Fig. 1: run 1, met1 routing
Scale bar: 20 µm. Supply wires on this layer in gray.
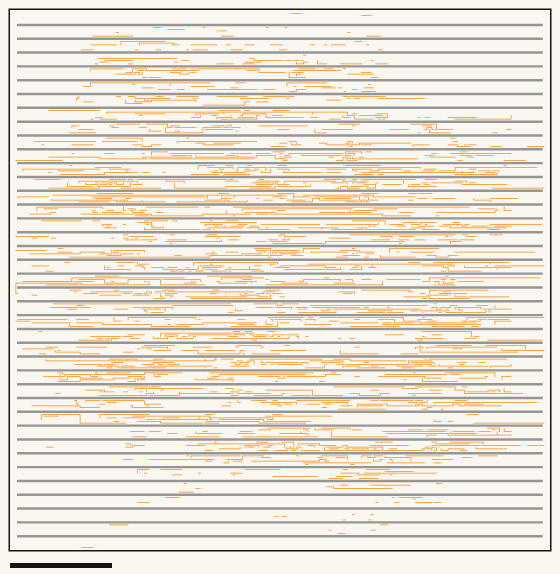
Fig. 2: run 1, signal wires on met2
Scale bar: 20 µm.
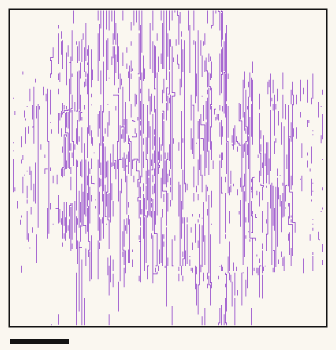
Fig. 3: run 1, signal wires on met3
Cells faint in the background.
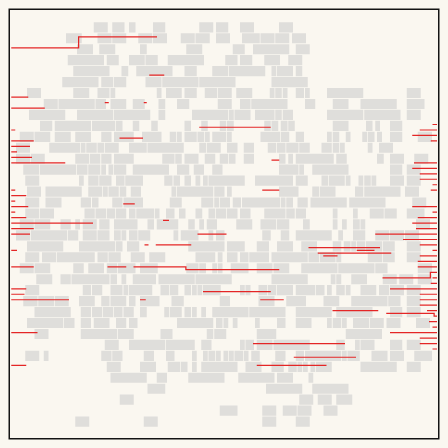
==> src/rtl/mem_access_sequencer.sv <==
// Purpose : PDP-8 memory-request initiator. Fetches instructions and does MRI operand
//           access: page-zero/current-page EA, indirect, auto-index write-back, ISZ RMW.
// Latency : 2 cycles from start-accept edge to done (direct), +1 indirect, +1 auto-index, +1 ISZ.
// Backpressure: none; start is honoured only in IDLE, and a start while busy or during done is dropped.
// Ports   : clk/reset (async, active-high); start/op/pc/ir/wr_data request in; mem_* drive
//           memory_controller (single-cycle read data); busy/done/result/eff_addr/skip back to core.

package memory_utils;
  typedef logic [11:0] word;
  localparam logic READ_DATA         = 1'b0;
  localparam logic INSTRUCTION_FETCH = 1'b1;
endpackage

module mem_access_sequencer
  import memory_utils::*;
(
  input  logic       clk,
  input  logic       reset,
  input  logic       start,
  input  logic [1:0] op,
  input  word        pc,
  input  word        ir,
  input  word        wr_data,
  input  word        mem_read_data,
  output word        mem_address,
  output word        mem_write_data,
  output logic       mem_read_enable,
  output logic       mem_read_type,
  output logic       mem_write_enable,
  output logic       busy,
  output logic       done,
  output word        result,
  output word        eff_addr,
  output logic       skip
);

  localparam logic [1:0] OP_FETCH = 2'b00;
  localparam logic [1:0] OP_WRITE = 2'b10;
  localparam logic [1:0] OP_ISZ   = 2'b11;

  typedef enum logic [2:0] {
    S_IDLE, S_FETCH, S_IND_READ, S_AUTO_WRITE,
    S_OP_READ, S_OP_WRITE, S_ISZ_WRITE, S_DONE
  } state_t;

  state_t     state_q, state_d;
  logic [1:0] op_q, op_d;
  word        dir_addr_q, dir_addr_d;   // direct address D, source of the pointer read
  word        wr_data_q, wr_data_d;
  word        ptr_q, ptr_d;             // incremented auto-index pointer
  word        eff_addr_q, eff_addr_d;   // also holds pc during FETCH
  word        result_q, result_d;
  logic       skip_q, skip_d;

  word        direct_addr;
  word        isz_val;

  // Page-zero or current-page address from the offset in ir[6:0].
  assign direct_addr = ir[7] ? {pc[11:7], ir[6:0]} : {5'b0, ir[6:0]};
  assign isz_val     = result_q + 12'd1;

  function automatic state_t operand_state(input logic [1:0] o);
    return (o == OP_WRITE) ? S_OP_WRITE : S_OP_READ;
  endfunction

  always_comb begin
    state_d    = state_q;
    op_d       = op_q;
    dir_addr_d = dir_addr_q;
    wr_data_d  = wr_data_q;
    ptr_d      = ptr_q;
    eff_addr_d = eff_addr_q;
    result_d   = result_q;
    skip_d     = skip_q;
    case (state_q)
      S_IDLE: begin
        if (start) begin
          op_d      = op;
          wr_data_d = wr_data;
          skip_d    = 1'b0;
          if (op == OP_FETCH) begin
            eff_addr_d = pc;
            state_d    = S_FETCH;
          end else begin
            dir_addr_d = direct_addr;
            if (ir[8]) begin
              state_d = S_IND_READ;
            end else begin
              eff_addr_d = direct_addr;
              state_d    = operand_state(op);
            end
          end
        end
      end
      S_FETCH: begin
        result_d = mem_read_data;
        state_d  = S_DONE;
      end
      S_IND_READ: begin
        // Pointers at 0010-0017 are pre-incremented and written back before use.
        if (dir_addr_q inside {[12'o0010:12'o0017]}) begin
          ptr_d   = mem_read_data + 12'd1;
          state_d = S_AUTO_WRITE;
        end else begin
          eff_addr_d = mem_read_data;
          state_d    = operand_state(op_q);
        end
      end
      S_AUTO_WRITE: begin
        eff_addr_d = ptr_q;
        state_d    = operand_state(op_q);
      end
      S_OP_READ: begin
        result_d = mem_read_data;
        state_d  = (op_q == OP_ISZ) ? S_ISZ_WRITE : S_DONE;
      end
      S_OP_WRITE: state_d = S_DONE;
      S_ISZ_WRITE: begin
        skip_d  = (isz_val == 12'd0);
        state_d = S_DONE;
      end
      S_DONE:  state_d = S_IDLE;
      default: state_d = S_IDLE;
    endcase
  end

  always_ff @(posedge clk or posedge reset) begin
    if (reset) begin
      state_q    <= S_IDLE;
      op_q       <= 2'b00;
      dir_addr_q <= '0;
      wr_data_q  <= '0;
      ptr_q      <= '0;
      eff_addr_q <= '0;
      result_q   <= '0;
      skip_q     <= 1'b0;
    end else begin
      state_q    <= state_d;
      op_q       <= op_d;
      dir_addr_q <= dir_addr_d;
      wr_data_q  <= wr_data_d;
      ptr_q      <= ptr_d;
      eff_addr_q <= eff_addr_d;
      result_q   <= result_d;
      skip_q     <= skip_d;
    end
  end

  // Moore decode: memory strobes depend only on the state flop, so reset drops them at once.
  always_comb begin
    mem_address      = '0;
    mem_write_data   = '0;
    mem_read_enable  = 1'b0;
    mem_read_type    = READ_DATA;
    mem_write_enable = 1'b0;
    case (state_q)
      S_FETCH: begin
        mem_address     = eff_addr_q;
        mem_read_enable = 1'b1;
        mem_read_type   = INSTRUCTION_FETCH;
      end
      S_IND_READ: begin
        mem_address     = dir_addr_q;
        mem_read_enable = 1'b1;
      end
      S_AUTO_WRITE: begin
        mem_address      = dir_addr_q;
        mem_write_data   = ptr_q;
        mem_write_enable = 1'b1;
      end
      S_OP_READ: begin
        mem_address     = eff_addr_q;
        mem_read_enable = 1'b1;
      end
      S_OP_WRITE: begin
        mem_address      = eff_addr_q;
        mem_write_data   = wr_data_q;
        mem_write_enable = 1'b1;
      end
      S_ISZ_WRITE: begin
        mem_address      = eff_addr_q;
        mem_write_data   = isz_val;
        mem_write_enable = 1'b1;
      end
      default: ;
    endcase
  end

  assign busy     = (state_q != S_IDLE);
  assign done     = (state_q == S_DONE);
  assign result   = result_q;
  assign eff_addr = eff_addr_q;
  assign skip     = skip_q;

endmodule

==> config.mk <==
export PLATFORM = sky130hd
export DESIGN_NAME = mem_access_sequencer
export DESIGN_NICKNAME = d
export VERILOG_FILES = /design/src/rtl/mem_access_sequencer.sv
export SDC_FILE = /design/constraint.sdc
export NUM_CORES = 1
export LEC_CHECK = 0
export CORE_UTILIZATION = 35
export CTS_CLUSTER_DIAMETER = 150
export DETAILED_ROUTE_END_ITERATION = 7
export PLACE_DENSITY_LB_ADDON = 0.2
export SYNTH_ARGS = -nofsm -noshare
export SYNTH_HDL_FRONTEND = slang
export SYNTH_SLANG_ARGS = --single-unit
==> constraint.sdc <==
create_clock -name clk -period 2.43 [get_ports clk]
set_clock_uncertainty 0.15 [all_clocks]
set_input_delay 0.243 -clock clk [delete_from_list [all_inputs] [get_ports clk]]
set_output_delay 0.243 -clock clk [all_outputs]
set_load 0.01 [all_outputs]
==> results.ini, run 1 <==
[status]
status = completed

[cells_and_area]
antennaDiodeCount = 0
regArea_mm2 = 0.001658
area.growth.synth_to_final_pct = 49.79
lay_top_cells = clkdlybuf4s50_1 (87), nand2_1 (73), dfrtp_1 (61)
final_nets = 600
drive_gt1_frac = 0.2372
logic_area_mm2 = 0.002163
mostFrequentLayoutCell = clkdlybuf4s50_1
num-fill-cells = 932

[drt]
via_per_inst = 5.187
drc_errors = 0
drt_iter0_drc = 187

[grt]
overflow = 0
grt_usage = 0.2156
grt_pass1_wl_um = 18710
grt_max_degree = 40
first_global_vias = 3577

[critical_path]
crit_arrival_ns = 1.98
crit_type = flip-flop to primary output
crit_required_ns = 2.04
r2r-start = state_q[2]$_DFFE_PP0N_

[placed_design]
port_buffers = 103
gp_congestion = 0.8713
place_hpwl_um = 8552
preCtsSetupSlack_ns = 0.04020

[synth]
flop_cell = dfrtp_1
synth.distinct_cells = 46
synth_area_per_cell_um2 = 9.566
synthCells = 398

[pwr]
power_density_mw_per_mm2 = 1313

[clock_network]
cts_sinks = 66
htreeDepth = 3
insertion_delay_ns = 0.34
cts_tree = done

[sta]
setup_viol = 0
setup_slack_ns = 0.05854
finalCriticalPeriod_ns = 2.371
tightest_slew_ns = 0.6209
hold_slack_ns = 0.1449
min_period_over_period = 0.9759
drv_slew = 0
rsz0062_at_grt = true

[floorplan]
initCoreUtil = 0.3655
rows = 37

-- Fig. 1 (at the start) --
share of all routed wire: 46%
longest straight run: 47.4 µm
main direction: horizontal
nets with wire on the layer: 525
met1 usage: 0.2877
final WL: 11,560 µm
total number of vias: 3,548

-- Fig. 2 (at the start) --
wire length on this layer: 5,420 µm
longest straight run: 48.3 µm
main direction: vertical
nets with wire on the layer: 509
share of all routed wire: 47%
met2 Use GR: 0.3502

-- Fig. 3 (at the start) --
nets with wire on the layer: 77
share of all routed wire: 4.8%
main direction: horizontal
longest straight run: 23.0 µm
met3 Track Usage GR: 0.03188

-- run 1: cells by family (layout without fill, tap and decap cells) --
logic type | count (synthesis) | after routing | share of synthesized area
adder cells (fa/ha/maj) | 3 | 3 | 0.009860
AND/OR/NAND/NOR | 139 | 139 | 0.1742
multiplexers | 49 | 49 | 0.1439
XOR/XNOR | 22 | 22 | 0.05061
AND-OR/OR-AND | 87 | 87 | 0.1512
flip-flops | 66 | 66 | 0.4338
buffers and inverters | 32 | 182 | 0.03647
-- run 1: final cells by class --
cell class / instances / area share
inverter: 4 / 0.003072
multi-input combinational: 300 / 0.3793
tap: 136 / 0.02984
clock inverter: 2 / 0.001755
sequential: 66 / 0.2907
clock buffer: 13 / 0.03137
timing repair buffer: 163 / 0.2639
-- run 1: through the flow --
step	setup TNS [ns]	instances	instance area [µm²]	util
floorplan	0	398	3807	-
global placement	0	647	5182	0.4975
detailed placement	0	647	5182	0.4975
CTS	0	676	5589	0.5366
global route	-0.03859	684	5703	0.5475
finish	0	684	5703	0.5475
-- run 1: worst max-delay path by stage --
stage | endpoint | slack [ns] | from | cells after the start
after floorplan | skip$_DFFE_PP0P_ | 0.30 | result[0]$_DFFE_PP0P_ | 7
final | mem_write_data[9] | 0.06 | result[1]$_DFFE_PP0P_ | 8
after global placement | mem_write_data[6] | 0.06 | result[1]$_DFFE_PP0P_ | 7
after global routing | mem_write_data[9] | -0.04 | result[1]$_DFFE_PP0P_ | 8
after detailed placement | mem_write_data[6] | 0.04 | result[1]$_DFFE_PP0P_ | 7
after CTS | mem_address[7] | 0.0003 | state_q[0]$_DFFE_PP0N_ | 6
-- run 1: cells in the mapped netlist, types with 3 or more instances --
master     n
a21boi_0   3
a21oi_1    7
a22o_1    22
a31oi_1    9
and3_1    13
buf_2      9
clkbuf_1  15
dfrtp_1   66
ha_1       3
inv_1      3
mux2_1    28
mux2_2    18
mux2i_1    3
nand2_1   74
nand2b_1   3
nand3_1   14
nand4_1    4
nor2_1     7
nor3_1     6
o21ai_0   25
o21ai_1    6
o22ai_1    8
xnor2_1    9
xor2_1    13
-- run 1: report_power, final --
group | switching (µW) | total, µW | internal (µW)
Sequential | 442 | 2080 | 1640
Clock | 419 | 893 | 474
Combinational | 2080 | 4520 | 2440
-- run 1: flip-flops by register name, indices dropped and copies added (netlist names) --
register and count:
dir_addr_q 12, eff_addr 12, ptr_q 12, result 12
wr_data_q 12, state_q 3, op_q 2, skip 1
-- run 1: metal layers --
metal  vias up  part of all wire  GRT usage
met5         -                 0          0
met4         0             0.021    0.08631
met3        17             0.048    0.03188
met2       100              0.47     0.3502
met1      1712              0.46     0.2877
li1       1719                 -          -
-- run 1: critical path, cell delays in order (launching register included) --
cell           delay, ns
dfrtp_2             0.41
buf_4               0.13
buf_4               0.09
nand3_2             0.11
nor3_2              0.26
xor2_1              0.19
nand3_1             0.09
nand3_1             0.08
dlygate4sd2_1       0.27
-- run 1: repair_timing --
item | 4_1_cts | 5_1_grt
endpoints found under the setup margin | 25 | 22
resized | 42 | 27
hold buffers | 0 | 0
cloned | 2 | 0
setup buffers | 12 | 8
pin swaps | 4 | 10
Fig. 4: run 1, track usage over the die
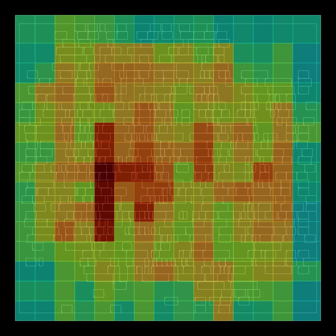

==> run 2: changes to the inputs <==
--- a/config.mk
+++ b/config.mk
@@ -12,3 +12,4 @@
 export SYNTH_ARGS = -nofsm -noshare
 export SYNTH_HDL_FRONTEND = slang
 export SYNTH_SLANG_ARGS = --single-unit
+export TNS_END_PERCENT = 5
Fig. 5: run 2, track usage over the die
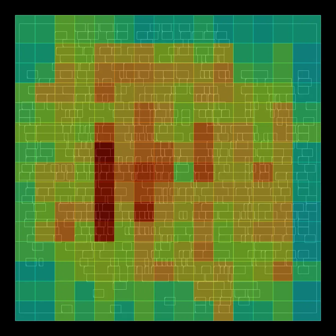
routed len/inst: 16.80 µm
met2 Use GR: 0.3414
met1 usage: 0.2843
gr busiest metal: met2
post-layout util: 0.5312

==> run 2 against run 1 <==
Compared with the run above:
- the run now ends with negative setup slack left
- clock power hardly changed
- sequential power is essentially flat
- largest cell class unchanged
- largest power group unchanged
- sequential cell count is the same
==> results.ini, run 2 <==
[cells_and_area]
mostFrequentLayoutCell = clkdlybuf4s50_1
drive_gt1_frac = 0.1962  ; -0.04100
final_nets = 582  ; -3.0%
antennaDiodeCount = 0  ; unchanged
lay_top_cells = clkdlybuf4s50_1 (93), nand2_1 (73), dfrtp_1 (61)

[pwr]
p_seq_frac = 0.288  ; +0.010
power_density_mw_per_mm2 = 1307  ; -0.51%
switching_power_uw = 2821  ; -4.0%
p_int_uw = 4408  ; -3.1%
clkPwrFrac = 0.123  ; +0.004

[placed_design]
placed_area_mm2 = 0.005182  ; unchanged
port_buffers = 103  ; unchanged
place_hpwl_um = 8552  ; unchanged
gp_congestion = 0.8713  ; unchanged

[grt]
overflow = 0  ; unchanged
gr-usage-met3 = 0.03127  ; -0.0006131

[sta]
drv_slew = 0  ; unchanged
setup_slack_ns = -0.1276  ; -0.1861 ns
tightest_slew_ns = 0.6163  ; -0.004624 ns
setup_viol = 3  ; +3
final.setup.tns_ns = -0.2150  ; -0.2150 ns

[synth]
flop_cell = dfrtp_1
synth.distinct_cells = 46  ; unchanged
synth_area_per_cell_um2 = 9.566  ; unchanged
synthCells = 398  ; unchanged
top_cell = nand2_1

[status]
violations = negative setup slack
status = finished with violations

[clock_network]
insertion_delay_ns = 0.34  ; about the same
cts_sinks = 66  ; unchanged

[critical_path]
crit_required_ns = 2.04  ; about the same

Fig. 6: run 2, met1 routing
Scale bar: 20 µm. Supply wires on this layer in gray.
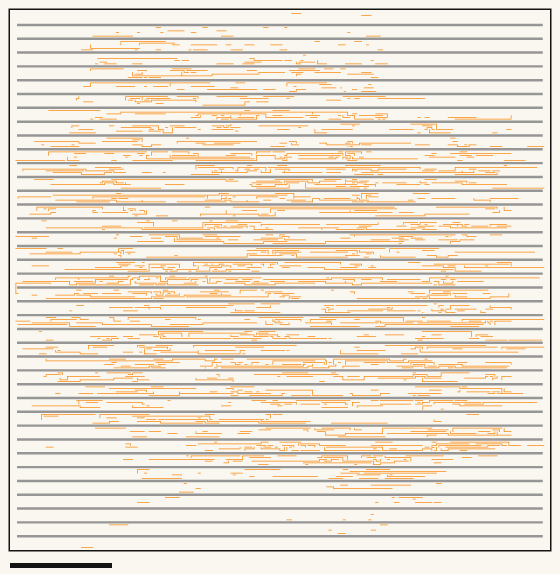
main direction: horizontal
nets with wire on the layer: 509
total number of vias: 3,417
final WL: 11,190 µm

==> run 2: cell types whose count changed in the layout (fill, tap and decap cells not counted), sizes merged <==
| cell | previous run | this run |
|---|---|---|
| clkdlybuf4s15 | 1 | 0 |
| clkbuf | 17 | 13 |
| dlygate4sd2 | 6 | 5 |
| clkdlybuf4s50 | 87 | 93 |
| buf | 60 | 42 |
==> run 2: cell type report <==
type                            instances  area, µm²
Sequential cell                        66       1658
Multi-Input combinational cell        300       2121
Clock buffer                           13      178.9
Tap cell                              136      170.2
Fill cell                             959       4883
Clock inverter                          2      10.01
Timing Repair Buffer                  145       1380
Inverter                                4      15.01
==> run 2: power by group through the flow <==
stage,sequential (µW),clock (µW),combinational [µW]
3_3_place_gp,2050,0,4070
4_1_cts,2070,911,4260
6_report,2080,890,4260
2_1_floorplan,2050,0,2110
5_1_grt,2160,946,4620
3_5_place_dp,2090,0,4100
==> run 2: cell families after synthesis <==
family	Yosys count	share of synthesized area
and+or+nand+nor	139	0.1742
AOI/OAI and AO/OA	87	0.1512
DFF	66	0.4338
muxes	49	0.1439
buffers and inverters	32	0.03647
xor gates and xnor gates	22	0.05061
adders and majority gates	3	0.009860
==> run 2: worst max path at each step <==
stage / endpoint / slack [ns] / depth (start not counted) / from
after CTS: mem_write_data[10] / -0.19 / 6 / result[3]$_DFFE_PP0P_
after global placement: mem_write_data[6] / 0.06 / 7 / result[1]$_DFFE_PP0P_
after floorplan: skip$_DFFE_PP0P_ / 0.30 / 7 / result[0]$_DFFE_PP0P_
final: mem_write_data[9] / -0.13 / 6 / result[4]$_DFFE_PP0P_
after global routing: mem_write_data[9] / -0.23 / 6 / result[2]$_DFFE_PP0P_
after detailed placement: mem_write_data[6] / 0.04 / 7 / result[1]$_DFFE_PP0P_
==> run 2: critical path, cell delays in order (launching register included) <==
cell and delay, ns:
dfrtp_1 0.39, nand4_1 0.23, nor3_2 0.28, xor2_1 0.20, nand3_1 0.09, nand3_1 0.09, clkdlybuf4s50_1 0.55
==> run 2: per-layer routing <==
metal,up-vias,share of wire
li1,1682,-
met1,1631,0.47
met2,90,0.47
met3,14,0.046
met4,0,0.015
met5,-,0
==> run 2: what timing repair did <==
action                     4_1_cts  5_1_grt
pin swaps                        5        3
setup endpoints to repair       25       25
setup buffers                    4        0
cloned                           0        0
resized                         25       13
hold endpoints to repair         0        0
==> run 2: through the flow <==
step / total power [µW] / std cells / hold slack, ns / setup WS [ns] / utilization
3_3_place_gp: 6115 / 647 / 0.3125 / 0.05822 / 0.4975
5_1_grt: 7725 / 666 / 0.2041 / -0.2282 / 0.5312
4_1_cts: 7242 / 666 / 0.1686 / -0.1856 / 0.5268
3_5_place_dp: 6186 / 647 / 0.3194 / 0.04020 / 0.4975
2_1_floorplan: 4164 / 398 / 0.1869 / 0.2967 / -
6_report: 7229 / 666 / 0.1467 / -0.1276 / 0.5312
Power figures rest on the tool's default switching activity, not on a simulated workload.
